**src/rtl/serial_cmp_pkg.sv**
```systemverilog
// Shared types for the bit-serial magnitude comparator.
// State encoding and comparator chain seed values.
package serial_cmp_pkg;

  typedef enum logic [1:0] {
    S_IDLE,
    S_SHIFT,
    S_DONE
  } state_e;

  localparam logic E_SEED = 1'b1;
  localparam logic G_SEED = 1'b0;

endpackage

```
**src/rtl/cmp_bit_cell.sv**
```systemverilog
// One equal/greater cell of an MSB-first magnitude compare chain.
// Purely combinational; the caller holds e/g between bits.
module cmp_bit_cell (
  input  logic a_bit,
  input  logic b_bit,
  input  logic e_in,
  input  logic g_in,
  output logic e_out,
  output logic g_out
);

  assign e_out = e_in & ~(a_bit ^ b_bit);
  assign g_out = g_in | (e_in & a_bit & ~b_bit);

endmodule

```
**src/rtl/serial_mag_comparator.sv**
```systemverilog
// Bit-serial unsigned compare: one cmp_bit_cell fed MSB-first by shifters.
// Define SERIAL_CMP_EARLY_EXIT_EN to finish at the first differing bit.
module serial_mag_comparator
  import serial_cmp_pkg::*;
#(
  parameter int WIDTH = 8
) (
  input  logic             clk,
  input  logic             rst_n,
  input  logic             start,
  input  logic [WIDTH-1:0] a,
  input  logic [WIDTH-1:0] b,
  output logic             busy,
  output logic             done,
  output logic             eq,
  output logic             gt,
  output logic             lt
);

  localparam int CW = $clog2(WIDTH);
  localparam logic [CW-1:0] CNT_INIT = CW'(WIDTH - 1);

  state_e           state_q;
  logic [WIDTH-1:0] sa_q;
  logic [WIDTH-1:0] sb_q;
  logic [CW-1:0]    cnt_q;
  logic             e_q;
  logic             g_q;
  logic             busy_q;
  logic             done_q;
  logic             eq_q;
  logic             gt_q;
  logic             lt_q;

  logic e_d;
  logic g_d;
  logic fin;

  cmp_bit_cell u_cell (
    .a_bit (sa_q[WIDTH-1]),
    .b_bit (sb_q[WIDTH-1]),
    .e_in  (e_q),
    .g_in  (g_q),
    .e_out (e_d),
    .g_out (g_d)
  );

`ifdef SERIAL_CMP_EARLY_EXIT_EN
  assign fin = (cnt_q == '0) | ~e_d;
`else
  assign fin = (cnt_q == '0);
`endif

  always_ff @(posedge clk or negedge rst_n) begin
    if (!rst_n) begin
      state_q <= S_IDLE;
      sa_q    <= '0;
      sb_q    <= '0;
      cnt_q   <= '0;
      e_q     <= E_SEED;
      g_q     <= G_SEED;
      busy_q  <= 1'b0;
      done_q  <= 1'b0;
      eq_q    <= 1'b0;
      gt_q    <= 1'b0;
      lt_q    <= 1'b0;
    end else begin
      done_q <= 1'b0;
      unique case (state_q)
        S_IDLE, S_DONE: begin
          if (start) begin
            sa_q    <= a;
            sb_q    <= b;
            e_q     <= E_SEED;
            g_q     <= G_SEED;
            cnt_q   <= CNT_INIT;
            busy_q  <= 1'b1;
            state_q <= S_SHIFT;
          end else begin
            state_q <= S_IDLE;
          end
        end
        S_SHIFT: begin
          e_q   <= e_d;
          g_q   <= g_d;
          sa_q  <= {sa_q[WIDTH-2:0], 1'b0};
          sb_q  <= {sb_q[WIDTH-2:0], 1'b0};
          cnt_q <= cnt_q - CW'(1);
          if (fin) begin
            state_q <= S_DONE;
            busy_q  <= 1'b0;
            done_q  <= 1'b1;
            eq_q    <= e_d;
            gt_q    <= g_d;
            lt_q    <= ~e_d & ~g_d;
          end
        end
        default: state_q <= S_IDLE;
      endcase
    end
  end

  assign busy = busy_q;
  assign done = done_q;
  assign eq   = eq_q;
  assign gt   = gt_q;
  assign lt   = lt_q;

endmodule

```
**config.mk**
```make
export PLATFORM = sky130hd
export DESIGN_NAME = serial_mag_comparator
export DESIGN_NICKNAME = d
export VERILOG_FILES = /design/src/rtl/serial_cmp_pkg.sv /design/src/rtl/cmp_bit_cell.sv /design/src/rtl/serial_mag_comparator.sv
export SDC_FILE = /design/constraint.sdc
export NUM_CORES = 1
export LEC_CHECK = 0
export CAP_MARGIN = 20
export CELL_PAD_IN_SITES_DETAIL_PLACEMENT = 1
export CELL_PAD_IN_SITES_GLOBAL_PLACEMENT = 1
export CORE_MARGIN = 1
export CORE_UTILIZATION = 35
export DETAILED_ROUTE_END_ITERATION = 8
export PLACE_DENSITY = 0.72
export SYNTH_ARGS = -nofsm -noshare
export SYNTH_HDL_FRONTEND = slang
export SYNTH_SLANG_ARGS = --single-unit
```
**constraint.sdc**
```tcl
create_clock -name clk -period 1.55 [get_ports clk]
set_input_delay 0.3875 -clock clk [delete_from_list [all_inputs] [get_ports clk]]
set_output_delay 0.3875 -clock clk [all_outputs]
set_load 0.02 [all_outputs]
```
### Sequential cells grouped by signal name, run 1

Other sequential cells in the stronger gray, the rest of the logic in the fainter gray.
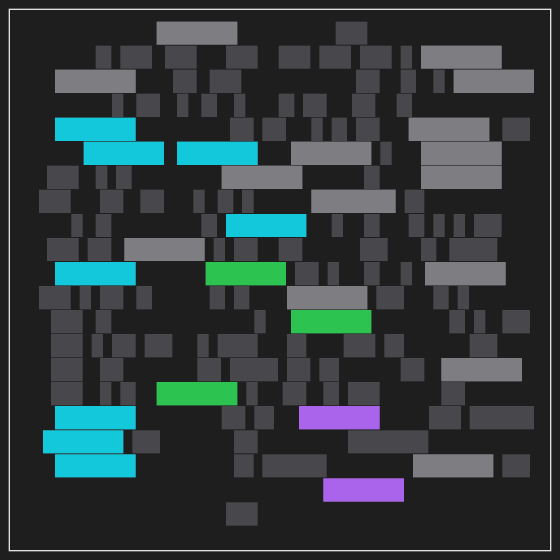
- state_q: purple (sequential cells 2)
- cnt_q: green (sequential cells 3)
- sb_q: cyan (sequential cells 8)
sequential power: 0.00127 W
Reg area: 702 um^2
final cell utilization of the core: 47.1%
Seq/total area: 44.6%

### Nets reached from selected ports, run 1

Bar = 20 um.
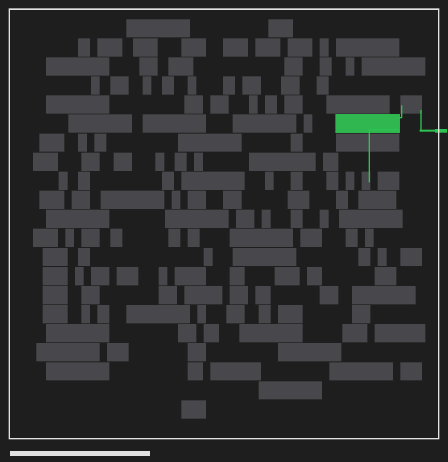
- busy: green (bits 1; direction output; edge right; end cells 1; buffers 1; wire 18.7 um)
IO Pins: 24
port bufs: 23

### Clock wires, drivers and flops, run 1

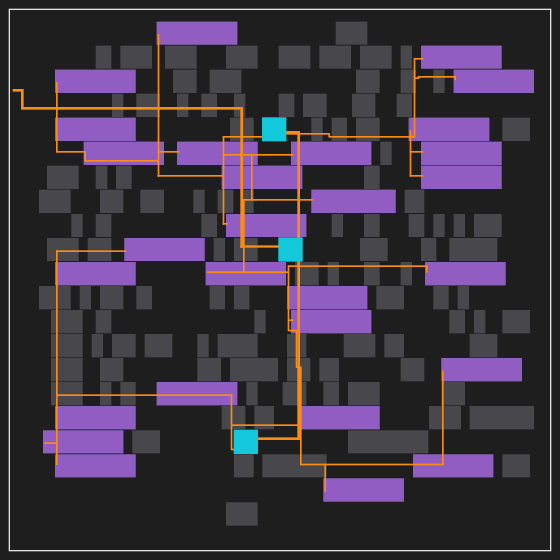
- flip-flops: purple (count 28)
- clock wires: orange (length 370 um)
- clock-net drivers: cyan (count 3)
- flops lie: widely spread
- routed clock nets: 4
Clk pwr share: 11.8%
Insertion Delay late pin: 0.34 ns
Clock Skew: 0.0158 ns

==> reports/summary.txt, run 1 <==
Status - finished clean
Slowest cell on the critical path - dfrtp_1
Max-slew headroom - 57.8%
Antenna Cells - 0
Yosys top cell area share - 55.3%
Period utilization - 93.8%
Worst Tran Pin Value - 0.633 ns
Core ar. - 3340 um^2
Critical path's top delay family - flip-flops
Pin count of the biggest net entering global routing - 29
Worst hold slack - 0.370 ns
DRC - 0
Mapped Area - 1220 um^2
GP Congestion - 0.726
Total grt overflow - 0
Yosys stat area - 1220 um^2
# rows - 21
Most frequent cells in the layout - 27 x dfrtp_1, 18 x clkdlybuf4s50_1, 15 x a22oi_1, 15 x nand3_1, 15 x nand2_1
CTS H-tree depth - 1
Vias per std cell - 5.11
FILL cells - 381
Syn Nets - 137
RSZ-0062 raised after global routing - no
Hold Vio Cnt, Final - 0
CTS tree - done
HP Class - in2async
CP peak stage delay - 0.41 ns
CTS Buf Count - 3
Max clock buf depth - 2
WL met2 - 1250 um
Fp_density - 36.6%
Ys Warns - 0
CTS sink cnt - 28
Minimum clock period - 1.45 ns
Total negative slack - 0 ns
Fmax - 0.688 GHz
Width of the die - 61.1 um
Detailed Place HPWL - 1730 um
CTS clk-pin slew, worst paths - 0.16 ns
Detailed-route wire length on metal 1 - 1140 um
Initial antenna violation count - 0
Cell Type Count - 25
Critical Path Stages - 1
CTS root buf - clkbuf_4
Die height - 61.1 um
Wire per inst - 13.7 um
CP Launch Type - flip-flop
Initial drt markers - 28
Post-synth seq share - 57.4%
## run 1: power by group
group	switching [W]	total [W]	internal, W
clock	0.000221	0.000322	0.000101
sequential	0.000214	0.00127	0.00105
combinational	0.000612	0.00115	0.000539
total	0.00105	0.00274	0.00169
## run 1: logic make-up (layout without fill, tap and decap cells)
kind of cell	after synthesis	after routing	synth area share [%]
DFF	28	28	57.4
AOI/OAI and AO/OA	26	26	14.6
muxes	1	1	0.921
and+or+nand+nor	46	46	18.7
buffers and inverters	12	37	5.53
xor gates and xnor gates	1	1	0.717
adders and majority gates	2	2	2.05
## run 1: metal layers
layer / vias to the layer above / global-route usage, %
met5: - / 0
met4: 0 / 7.79
met3: 5 / 3.36
met2: 27 / 25.0
met1: 464 / 20.4
li1: 459 / -
## run 1: synth_stat cells
cell	n
nor2_1	6
a21oi_1	4
and3b_1	1
dfrtp_1	27
nand2_1	15
buf_4	2
mux2_1	1
a211oi_1	1
ha_1	2
a22oi_1	15
and2b_4	1
o21ai_0	2
nand2b_1	3
buf_6	1
nand3_1	15
nor3_1	1
nor2b_1	2
inv_1	3
a22o_1	2
buf_2	6
nor4bb_1	2
o21ai_1	1
dfstp_2	1
a31oi_1	1
xnor2_1	1
## run 1: sequential cells by signal (all words and copies together) (netlist names)
signal / cells
busy: 1
cnt_q: 3
done: 1
e_q: 1
eq: 1
g_q: 1
gt: 1
lt: 1
sa_q: 8
sb_q: 8
state_q: 2
## run 1: through the flow
stage                     std cells  cell area (um^2)  power (W)  setup WS [ns]
after floorplan                 116              1220    0.00206          0.101
after global placement          182              1520    0.00237        -0.0163
after detailed placement        182              1520    0.00243        -0.0798
after CTS                       186              1550    0.00271        0.00230
after global routing            187              1570    0.00298         0.0383
final                           187              1570    0.00274         0.0958
## run 1: final timing paths
| kind | endpoint | startpoint | slack [ns] |
|---|---|---|---|
| worst max-delay path | gt | gt | 0.1 |
| worst min register to register | e_q | e_q | 0.51 |
| max in group asynchronous | e_q | rst_n | 0.93 |
| min in group clk | e_q | e_q | 0.51 |
| worst max register to register | lt | cnt_q[0] | 0.15 |
| worst min-delay path | eq | rst_n | 0.37 |
## run 1: what timing repair did
item	4_1_cts	5_1_grt
gates resized	6	5
setup endpoints to repair	6	3
pin swaps	0	1
buffers inserted	0	1
## run 1: cell type report
type | count | area, um^2 | share of cell area [%]
Tap cell | 46 | 57.6 | 3.66
Multi-Input combinational cell | 76 | 474 | 30.2
Sequential cell | 28 | 702 | 44.6
Timing Repair Buffer | 30 | 302 | 19.2
Inverter | 3 | 11.3 | 0.716
Clock buffer | 4 | 26.3 | 1.67
### M1 wires, run 1

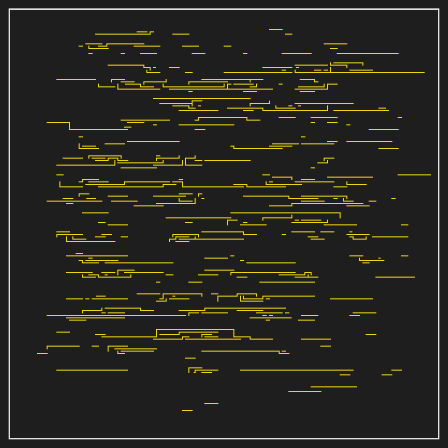

==> run 1 -> run 2 <==
--- a/config.mk
+++ b/config.mk
@@ -8,10 +8,11 @@
 export CAP_MARGIN = 20
 export CELL_PAD_IN_SITES_DETAIL_PLACEMENT = 1
 export CELL_PAD_IN_SITES_GLOBAL_PLACEMENT = 1
-export CORE_MARGIN = 1
+export CORE_MARGIN = 8
 export CORE_UTILIZATION = 35
 export DETAILED_ROUTE_END_ITERATION = 8
-export PLACE_DENSITY = 0.72
+export PLACE_DENSITY = 0.7
 export SYNTH_ARGS = -nofsm -noshare
 export SYNTH_HDL_FRONTEND = slang
+export SYNTH_HIERARCHICAL = 1
 export SYNTH_SLANG_ARGS = --single-unit
==> constraint.sdc (replaced) <==
create_clock -name clk -period 1.55 [get_ports clk]
set_input_delay 0.31 -clock clk [delete_from_list [all_inputs] [get_ports clk]]
set_output_delay 0.31 -clock clk [all_outputs]
set_load 0.02 [all_outputs]
### M1 wires, run 2

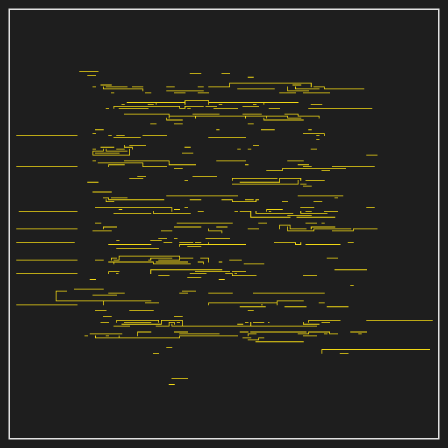
- longest straight run: 25.3 um
- main direction: horizontal
final wirelength: 2470 um
via count: 841

### Nets reached from selected ports, run 2

Bar = 20 um.
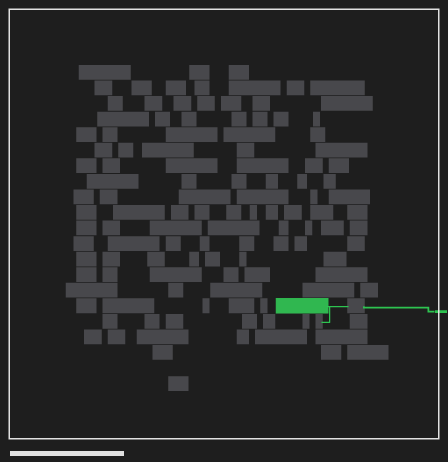
- busy: green (bits 1; direction output; edge right; end cells 1; buffers 1; wire 20.8 um)

==> reports/summary.txt, run 2 <==
Status - finished clean
Postcts setup bufs - 0
Slowest cell on the critical path - dfrtp_1
Yosys top cell area share - 55.8%
HP Class - in2async
Period utilization - 89.5%
Final cell utilization of the core - 45.9%
DRC - 0
Minimum clock period - 1.39 ns
Total grt overflow - 0
Max clock buf depth - 2
Number of synthesized flops with an enable pin - 0
Yosys stat area - 1210 um^2
Cell Type Count - 27
Wire per inst - 14.8 um
CTS H-tree depth - 1
CTS Buf Count - 3
Most frequent cell after synthesis - dfrtp_1
Antenna Cells - 0
Top flop regs - sa_q: 8 flops, sb_q: 8 flops, cnt_q: 3 flops
Commonest cells in the netlist - 27 x dfrtp_1, 17 x a22o_1, 15 x a21o_1, 5 x nor2_1, 3 x buf_6
CP Launch Type - flip-flop
CTS root buf - clkbuf_4
Worst Tran Pin Value - 0.430 ns
### Clock wires, drivers and flops, run 2

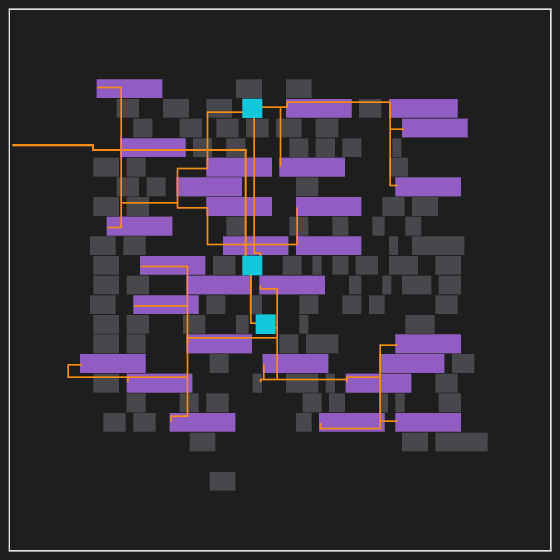
- clock wires: orange (length 339 um)
- clock-net drivers: cyan (count 3)
- flip-flops: purple (count 28)
- routed clock nets: 4
Clock Skew: 0.00889 ns
Insertion Delay late pin: 0.32 ns
clk pwr: 0.000308 W
Clk pwr share: 11.0%

==> run 2: cell types whose count changed after synthesis, moves of 2 or more <==
cell      before  now
buf_2          6    2
o21ai_0        2    0
nand2_1       15    1
a21o_1         0   15
buf_6          1    3
a22oi_1       15    1
nor4bb_1       2    0
a22o_1         2   17
a21oi_1        4    1
nand3_1       15    0
==> run 2: metal layers <==
| layer | part of all wire (%) | GRT usage, % | vias up |
|---|---|---|---|
| met5 | 0 | 0 | - |
| met1 | 46 | 11.8 | 423 |
| li1 | - | - | 399 |
| met3 | 4.6 | 2.93 | 2 |
| met4 | 0.61 | 4.57 | 0 |
| met2 | 49 | 16.2 | 17 |
==> run 2: report_power, final <==
part / leakage [nW] / switching [W] / internal [W] / total, W
logic: 0.405 / 0.000609 / 0.000636 / 0.00125
clock network: 0.0150 / 0.000207 / 0.000101 / 0.000308
registers: 0.346 / 0.000185 / 0.00106 / 0.00124
total: 0.766 / 0.00100 / 0.00180 / 0.00280
==> run 2: cell families after synthesis <==
family	after synthesis	synth area share [%]
AOI/OAI and AO/OA	39	25.5
DFF	28	58.0
and+or+nand+nor	15	7.03
buffers and inverters	8	4.86
muxes	2	1.86
adders and majority gates	2	2.07
xor gates and xnor gates	1	0.723
==> run 2: critical path: cells and delay by family (launching register included) <==
family	cells	cell delay [ns]
AND/OR/NAND/NOR	2	0.52
AND-OR/OR-AND	1	0.19
buffers and inverters	1	0.18
flip-flops	1	0.42
==> run 2: final timing paths <==
check	slack [ns]	end
setup / recovery	0.16	g_q
hold / removal	0.31	cnt_q[2]
setup reg to reg	0.16	g_q
hold reg to reg	0.50	cnt_q[2]
max in group asynchronous	1.00	e_q
min in group clk	0.50	cnt_q[2]
==> run 2: stage by stage <==
step	setup slack [ns]	area, um^2	power [W]
after CTS	0.141	1530	0.00285
final	0.163	1530	0.00280
after floorplan	0.262	1210	0.00221
after global routing	0.0617	1530	0.00303
after detailed placement	0.0145	1510	0.00258
after global placement	0.0366	1510	0.00251
==> run 2: area by class of cell <==
type	count	area [um^2]
fill	399	1810
sequential	28	702
timing repair buffer	28	287
tap	46	57.6
multi-input combinational	59	450
clock buffer	4	26.3
inverter	2	7.51
### Congestion heat map, run 2

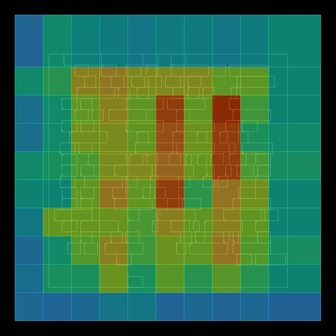

==> run 2 -> run 3 <==
--- a/config.mk
+++ b/config.mk
@@ -5,13 +5,13 @@
 export SDC_FILE = /design/constraint.sdc
 export NUM_CORES = 1
 export LEC_CHECK = 0
-export CAP_MARGIN = 20
 export CELL_PAD_IN_SITES_DETAIL_PLACEMENT = 1
 export CELL_PAD_IN_SITES_GLOBAL_PLACEMENT = 1
+export CORE_ASPECT_RATIO = 0.7
 export CORE_MARGIN = 8
-export CORE_UTILIZATION = 35
+export CORE_UTILIZATION = 29
 export DETAILED_ROUTE_END_ITERATION = 8
-export PLACE_DENSITY = 0.7
+export PLACE_DENSITY = 0.6
 export SYNTH_ARGS = -nofsm -noshare
 export SYNTH_HDL_FRONTEND = slang
 export SYNTH_HIERARCHICAL = 1
### Congestion heat map, run 3

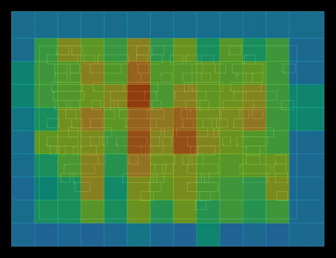
met1 Use GR: 10.0%
met3 GRT Util: 3.84%
GRT busiest layer: met2
final cell utilization of the core: 39.2%
gr usage total: 8.77%

### M1 wires, run 3

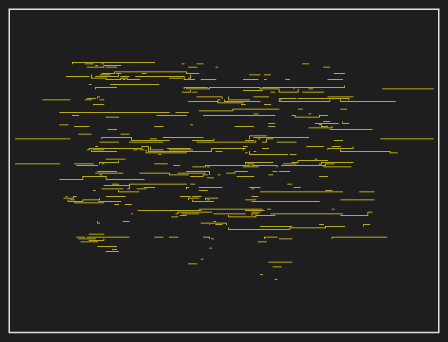
- longest straight run: 23.9 um
- nets with wire on the layer: 127
- wire length on this layer: 1180 um
- share of all routed wire: 45%
- main direction: horizontal
final wirelength: 2620 um
via count: 823

==> reports/summary.txt, run 3 <==
Critical path's top delay family - buffers and inverters
Number of synthesized flops with an enable pin - 0
Status - finished clean
Top flop regs - sa_q: 8 flops, sb_q: 8 flops, cnt_q: 3 flops
Fmax - 0.670 GHz
Insertion Delay late pin - 0.27 ns
CTS root buf - clkbuf_8
CP Launch Type - flip-flop
Worst hold slack - 0.402 ns
Max-slew headroom - 70.2%
DP Area - 1520 um^2
Mux area share - 1.86%
Yosys stat area - 1210 um^2
Most frequent cells in the layout - 27 x dfrtp_1, 19 x clkdlybuf4s50_1, 17 x a22o_1, 15 x a21o_1, 5 x nor2_1
Core ar. - 3970 um^2
Ys Warns - 6
Most frequent cell after synthesis - dfrtp_1
Detailed Place HPWL - 1920 um
Antenna Cells - 0
RSZ-0062 raised after global routing - no
Clock Skew - 0.00582 ns
Post-synthesis xor/xnor area fraction - 0.723%
### Nets reached from selected ports, run 3

Bar = 20 um.
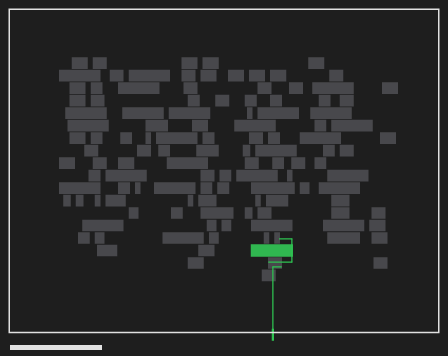
- busy: green (bits 1; direction output; edge bottom; end cells 1; buffers 1; wire 28.5 um)

## run 3: final cells by class
class                      count  area (um^2)
tap                           52         65.1
fill                         438         2410
sequential                    28          702
multi-input combinational     59          450
inverter                       2         7.51
timing repair buffer          28          288
clock buffer                   4         45.0
## run 3: stage by stage
step | instances | worst slack, ns | power [W] | utilization (%)
final | 173 | 0.0571 | 0.00290 | 39.2
after global routing | 173 | 0.0106 | 0.00315 | 39.2
after CTS | 173 | 0.0365 | 0.00296 | 39.2
after detailed placement | 169 | 0.0161 | 0.00259 | 38.2
after global placement | 169 | 0.0394 | 0.00250 | 38.2
after floorplan | 95 | 0.262 | 0.00221 | -
## run 3: routing by layer
| metal | vias to the layer above | GRT usage [%] | wire (um) |
|---|---|---|---|
| li1 | 398 | - | - |
| met4 | 0 | 2.14 | 11 |
| met2 | 16 | 14.6 | 1270 |
| met3 | 2 | 3.84 | 158 |
| met1 | 407 | 10.0 | 1180 |
| met5 | - | 0 | 0 |
## run 3: worst paths after layout
kind,from,end,slack [ns],cells after the start
hold / removal,rst_n,sa_q[1],0.40,2
max in group asynchronous,rst_n,e_q,0.92,2
min in group clk,cnt_q[0],cnt_q[0],0.47,1
setup reg to reg,cnt_q[0],gt,0.18,5
hold reg to reg,cnt_q[0],cnt_q[0],0.47,1
setup / recovery,done,done,0.06,1
## run 3: cell families after synthesis
logic type               count (synthesis)
AND-OR/OR-AND                           39
XOR/XNOR                                 1
adder cells (fa/ha/maj)                  2
buffers and inverters                    8
flip-flops                              28
multiplexers                             2
AND/OR/NAND/NOR                         15
## run 3: power breakdown
group,total (W),internal [W],switching (W)
Sequential,0.00124,0.00106,0.000177
Combinational,0.00128,0.000639,0.000636
Clock,0.000383,0.000184,0.000199
Total,0.00290,0.00188,0.00101
Power and IR drop assume default switching activity.
